`src/rtl/rom_arbiter.sv`:
```
// Two-port round-robin burst reader in front of a registered single-port ROM.
// A winning requester gets a one-cycle grant, then its burst is issued to the
// ROM one address per cycle (wrapping mod 8); read data returns one cycle later.
module rom_arbiter #(
    parameter int unsigned data_width = 8
) (
    input  logic                  clock,
    input  logic                  rst_n,
    input  logic                  req0,
    input  logic                  req1,
    input  logic [2:0]            addr0,
    input  logic [2:0]            addr1,
    input  logic [2:0]            len0,
    input  logic [2:0]            len1,
    output logic                  gnt0,
    output logic                  gnt1,
    output logic                  rvalid0,
    output logic                  rvalid1,
    output logic [data_width-1:0] rdata,
    output logic                  done0,
    output logic                  done1,
    output logic                  rom_en,
    output logic [2:0]            rom_addr,
    input  logic [data_width-1:0] rom_data
);

    localparam int unsigned AW = 3;

    typedef enum logic [1:0] {
        IDLE  = 2'd0,
        ISSUE = 2'd1,
        WAIT  = 2'd2
    } state_t;

    state_t          r_state;
    logic            r_ptr;
    logic            r_owner;
    logic [AW-1:0]   r_cur_addr;
    logic [AW-1:0]   r_cnt;
    logic            r_gnt0;
    logic            r_gnt1;
    logic            r_rvalid0;
    logic            r_rvalid1;
    logic            r_done0;
    logic            r_done1;

    state_t          w_state;
    logic            w_ptr;
    logic            w_owner;
    logic [AW-1:0]   w_cur_addr;
    logic [AW-1:0]   w_cnt;
    logic            w_gnt0;
    logic            w_gnt1;
    logic            w_rvalid0;
    logic            w_rvalid1;
    logic            w_done0;
    logic            w_done1;
    logic            w_win;
    logic            w_rom_en;

    assign w_rom_en = (r_state == ISSUE);

    // Next-state, arbitration and response-pipeline computation.
    always_comb begin
        w_state    = r_state;
        w_ptr      = r_ptr;
        w_owner    = r_owner;
        w_cur_addr = r_cur_addr;
        w_cnt      = r_cnt;
        w_gnt0     = 1'b0;
        w_gnt1     = 1'b0;
        // Pointer decides only on contention; a lone requester always wins.
        w_win      = (req0 && req1) ? r_ptr : req1;
        // Read data for this cycle's ROM access appears one cycle later.
        w_rvalid0  = w_rom_en && !r_owner;
        w_rvalid1  = w_rom_en && r_owner;
        w_done0    = w_rvalid0 && (r_cnt == '0);
        w_done1    = w_rvalid1 && (r_cnt == '0);

        case (r_state)
            IDLE: begin
                if (req0 || req1) begin
                    w_state    = ISSUE;
                    w_owner    = w_win;
                    w_cur_addr = w_win ? addr1 : addr0;
                    w_cnt      = w_win ? len1 : len0;
                    w_gnt0     = !w_win;
                    w_gnt1     = w_win;
                    if (w_win == r_ptr) begin
                        w_ptr = !r_ptr;
                    end
                end
            end
            ISSUE: begin
                w_cur_addr = r_cur_addr + AW'(1);
                w_cnt      = r_cnt - AW'(1);
                if (r_cnt == '0) begin
                    w_state = WAIT;
                end
            end
            WAIT: begin
                w_state = IDLE;
            end
            default: begin
                w_state = IDLE;
            end
        endcase
    end

    // State and output registers with synchronous active-low reset.
    always_ff @(posedge clock) begin
        if (!rst_n) begin
            r_state    <= IDLE;
            r_ptr      <= 1'b0;
            r_owner    <= 1'b0;
            r_cur_addr <= '0;
            r_cnt      <= '0;
            r_gnt0     <= 1'b0;
            r_gnt1     <= 1'b0;
            r_rvalid0  <= 1'b0;
            r_rvalid1  <= 1'b0;
            r_done0    <= 1'b0;
            r_done1    <= 1'b0;
        end else begin
            r_state    <= w_state;
            r_ptr      <= w_ptr;
            r_owner    <= w_owner;
            r_cur_addr <= w_cur_addr;
            r_cnt      <= w_cnt;
            r_gnt0     <= w_gnt0;
            r_gnt1     <= w_gnt1;
            r_rvalid0  <= w_rvalid0;
            r_rvalid1  <= w_rvalid1;
            r_done0    <= w_done0;
            r_done1    <= w_done1;
        end
    end

    assign gnt0     = r_gnt0;
    assign gnt1     = r_gnt1;
    assign rvalid0  = r_rvalid0;
    assign rvalid1  = r_rvalid1;
    assign done0    = r_done0;
    assign done1    = r_done1;
    assign rom_en   = w_rom_en;
    assign rom_addr = w_rom_en ? r_cur_addr : '0;
    assign rdata    = rom_data;

endmodule
```
`config.mk`:
```
export PLATFORM = sky130hd
export DESIGN_NAME = rom_arbiter
export DESIGN_NICKNAME = d
export VERILOG_FILES = /design/src/rtl/rom_arbiter.sv
export SDC_FILE = /design/constraint.sdc
export NUM_CORES = 1
export LEC_CHECK = 0
export CORE_MARGIN = 10
export CORE_UTILIZATION = 53
export CTS_CLUSTER_SIZE = 16
export DETAILED_ROUTE_END_ITERATION = 7
export DONT_BUFFER_PORTS = 1
export PLACE_DENSITY = 0.71
export SYNTH_ARGS = -nofsm -noshare
export SYNTH_HDL_FRONTEND = slang
export SYNTH_SLANG_ARGS = --single-unit
export TNS_END_PERCENT = 1
```
`constraint.sdc`:
```
create_clock -name clock -period 1.2 [get_ports clock]
set_input_delay 0.36 -clock clock [delete_from_list [all_inputs] [get_ports clock]]
set_output_delay 0.36 -clock clock [all_outputs]
set_load 0.02 [all_outputs]
```
==> summary.txt <==
flow finished, numbers: final worst-path setup slack -201.0 ps, Hold Path End r_state[0], first-pass GRT wire length 3622 um, Fin Hold WS 173.9 ps, largest contributor to cell area by class logic gates, Post-DP Area between 800 and 900 um^2, Synth top area share around 39%, area leader, netlist dfxtp_1, CP Launch Point r_state[1], Flop area approximately 330 um^2, antenna-violating nets left 0, top flop regs r_cnt (3), r_cur_addr (3), r_state (2), floorplan core density between 50% and 60%, Worst EP required 840 ps, Post-synth EDFFs 0, Placer Congestion 0.8222, setup violators final 4, drt drc 0, post_cts resized 10, DPL Wire Length 1770 um, failing checks setup timing, total core area 1489 um^2, Startpoint Class flip-flop, Seq/total area 31.40%, Final non-clock buffer share 13.77%, mux frac, synth 1.205%, yosys simple share 26.96%, Detailed Route WL 2370 um, Late-Pin Clk Latency 290 ps, Clock buf/inv share between 3 and 4%, CP Capture Type primary output, RSZ-0062 raised after global routing yes, status complete, but fails checks, worst setup path endpoint rom_addr[0], max incr delay on CP between 300 and 400 ps, Final Util 69.58%, period utilization 116.8%, Max Cap Violations 0, global router's overall resource usage between 10% and 20%, gr ovfl total 0, FF-to-FF setup slack 0 ps, Repair and plain buffers 19, Yosys Instances 100, fmax 0.7138 GHz, inverters 6
where the power goes:
group | internal, mW | switching [mW] | total (mW)
registers | 0.600 | 0.0637 | 0.664
logic | 0.275 | 0.272 | 0.547
clock network | 0.185 | 0.177 | 0.362
total | 1.06 | 0.512 | 1.57
layout by cell type (no fill, tap or decap), types with 2 or more instances in the layout:
master and instances:
ha_1 3, buf_4 19, nand3_1 3, and2_4 3
nor3_4 2, a21oi_2 2, a311oi_1 2, o22ai_1 3
o311ai_1 2, dfxtp_1 14, nor2_4 2, inv_1 4
nor3_2 2, nand2_1 9, clkbuf_4 3, a31o_1 2
nand2b_4 2, o31ai_1 2, nor3_1 3, nor2_1 8
nor2_2 2, nor2b_1 3, and3_1 2
The clock network:
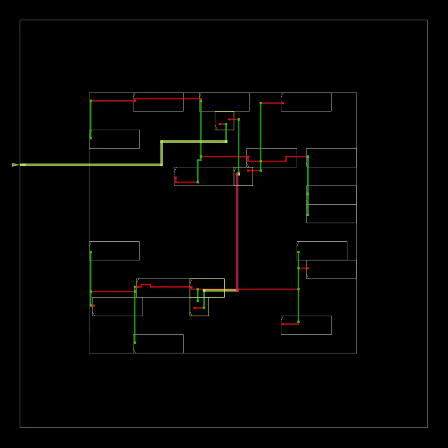
clk sink count: 16
clock skew: 2.731 ps

Register map, names as in the netlist:
Bar = 20 um.
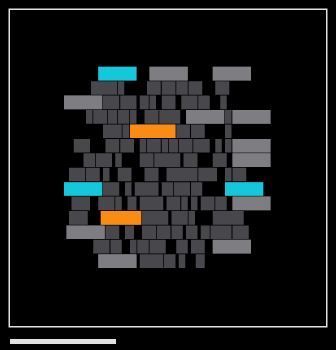
- cyan: r_cnt (placed flops 3)
- orange: r_state (placed flops 2)
- not coloured: 11

M1 wires:
Bar = 20 um.
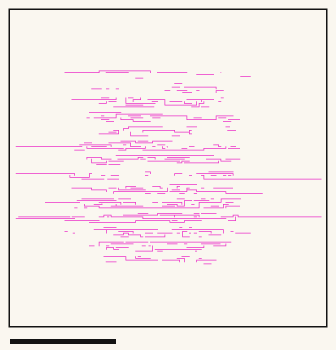
- share of all routed wire: 37%
- wire length on this layer: 867 um
- nets with wire on the layer: 115
Vias: 794
grt met1 use: 13.92%

Pin placement:
Bar = 20 um. Pins as bars across the die edge, other pins in grey.
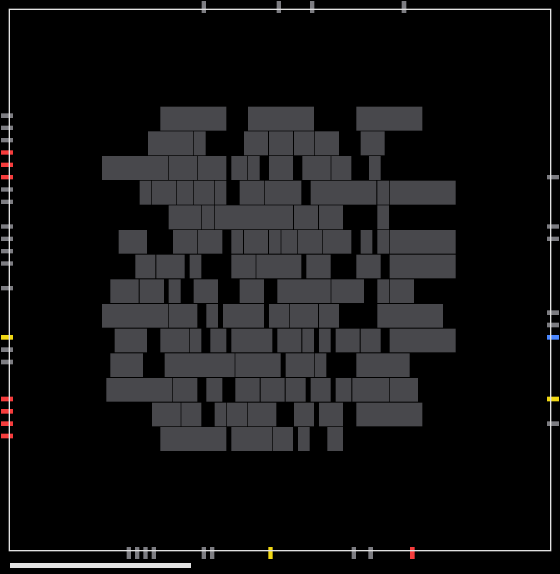
- blue: gnt0 (pins 1; direction output; edge right)
- red: rom_data (pins 8; direction input; edge 7 left, 1 bottom)
- yellow: rom_addr (pins 3; direction output; edge 1 left, 1 bottom, 1 right)

No activity file was given, so power comes from the tool's default toggle rates.
